Sequential cells grouped by signal name:
Other sequential cells in the stronger gray, the rest of the logic in the fainter gray.
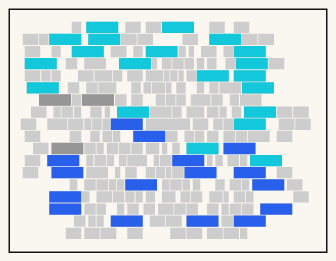
Metal 2:
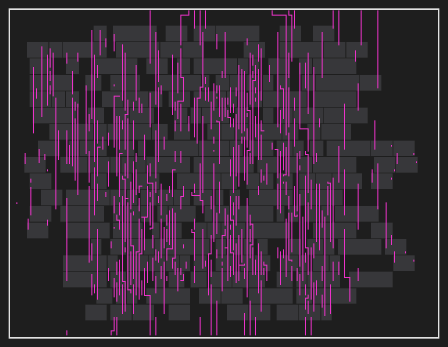
Cell placement:
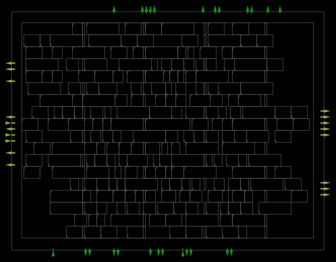
Met1 routing:
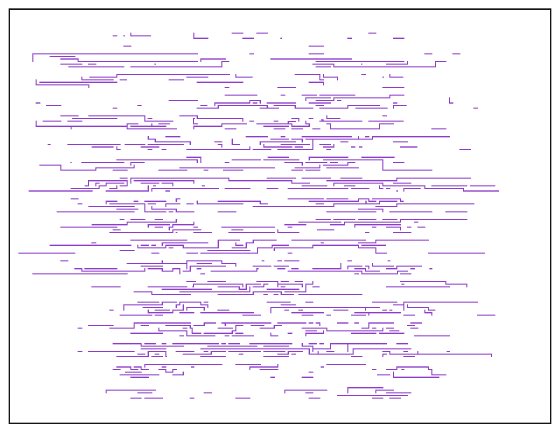
==> config.mk <==
export PLATFORM = sky130hd
export DESIGN_NAME = sms_timing_ring
export DESIGN_NICKNAME = d
export VERILOG_FILES = /design/src/rtl/sms_timing_pkg.sv /design/src/rtl/sms_ring_shift.sv /design/src/rtl/sms_timing_ring.sv
export SDC_FILE = /design/constraint.sdc
export NUM_CORES = 1
export LEC_CHECK = 0
export CORE_ASPECT_RATIO = 0.75
export CORE_MARGIN = 2
export CORE_UTILIZATION = 52
export CTS_CLUSTER_DIAMETER = 40
export DETAILED_ROUTE_END_ITERATION = 12
export PLACE_DENSITY = 0.94
export SYNTH_ARGS = -nofsm -noshare
export SYNTH_HDL_FRONTEND = slang
export SYNTH_SLANG_ARGS = --single-unit
==> constraint.sdc <==
create_clock -name clk -period 4.95 [get_ports clk]
set_input_delay 0.7425 -clock clk [delete_from_list [all_inputs] [get_ports clk]]
set_output_delay 0.7425 -clock clk [all_outputs]
set_load 0.005 [all_outputs]
==> impl_metrics.env <==
# implementation run metrics
export IMPL_status="finished, final reports clean"
export IMPL_yosys_area_um2=1748
export IMPL_drive_gt1_share_pct=6.667
export IMPL_post_cts_setup_buffers=0
export IMPL_comb_area_share_pct=39.89
export IMPL_avgSynthCellArea_um2=9.347
export IMPL_ys_async_sr_fraction_pct=0
export IMPL_ys_top_logic_family="simple AND/OR/NAND/NOR gates"
export IMPL_wl_met2_um=1758
export IMPL_cts_buffers=5
export IMPL_layout_nonclk_buf_share_pct=18.95
export IMPL_cp_end_kind="register"
export IMPL_vias_per_cell=6.166
export IMPL_hold_path_class="register to register"
export IMPL_htreeDepth=2
export IMPL_power_leader="sequential cells"
export IMPL_cp_max_fo=22
export IMPL_xor_area_share_pct=0
export IMPL_dieArea_um2=3846
export IMPL_r2r_slack_ns=1.74
export IMPL_required_ns=5.17
export IMPL_syn_inst=187
export IMPL_grt_setup_unrepaired="no"
export IMPL_cap_violations=0
export IMPL_pg_comb_w=0.0000284
export IMPL_slew_headroom_pct=36.09
export IMPL_wire_per_inst_um=14.82
export IMPL_core_util_floorplan_pct=53.90
export IMPL_crit_slowest_cell="a2111oi_4"
export IMPL_drt_pre_antenna_iters=4
export IMPL_common_cells="dfxtp_1 (39), and3_1 (23), a21oi_1 (16), o31ai_1 (16), or4_1 (15)"
export IMPL_r2r_cells=6
export IMPL_overflow=0
export IMPL_min_path_cells=2
export IMPL_finalMaxSlewViolations=0
export IMPL_dp_hpwl_um=2685
export IMPL_crit_buf_inv=0
export IMPL_die_y_um=54.21
export IMPL_fin_nets=231
Back to the opening pictures, 'sequential cells grouped by signal name':
| color | name in the netlist | flops |
|---|---|---|
| blue | `cycle_count` | 16 |
| cyan | `u_shift.ring` | 20 |
not colored: 3
fraction of area in registers: 34.57%
final core occ: 69.64%
Seq group: 0.000321 W
Flop area: 780.7 um2

Back to the opening pictures, 'metal 2':
share of all routed wire: 45%
nets with wire on the layer: 203
met2 Track Usage GR: 33.02%
routed vias: 1,634
final wirelength: 3927 um

Back to the opening pictures, 'cell placement':
fillers: 258
inserted tap cell count: 40
Seq cells: 39

Back to the opening pictures, 'met1 routing':
nets with wire on the layer: 208
share of all routed wire: 48%
wire length on this layer: 1,880 um
longest straight run: 21.6 um
met1 GRT Util: 28.97%

Power and IR drop assume default switching activity.
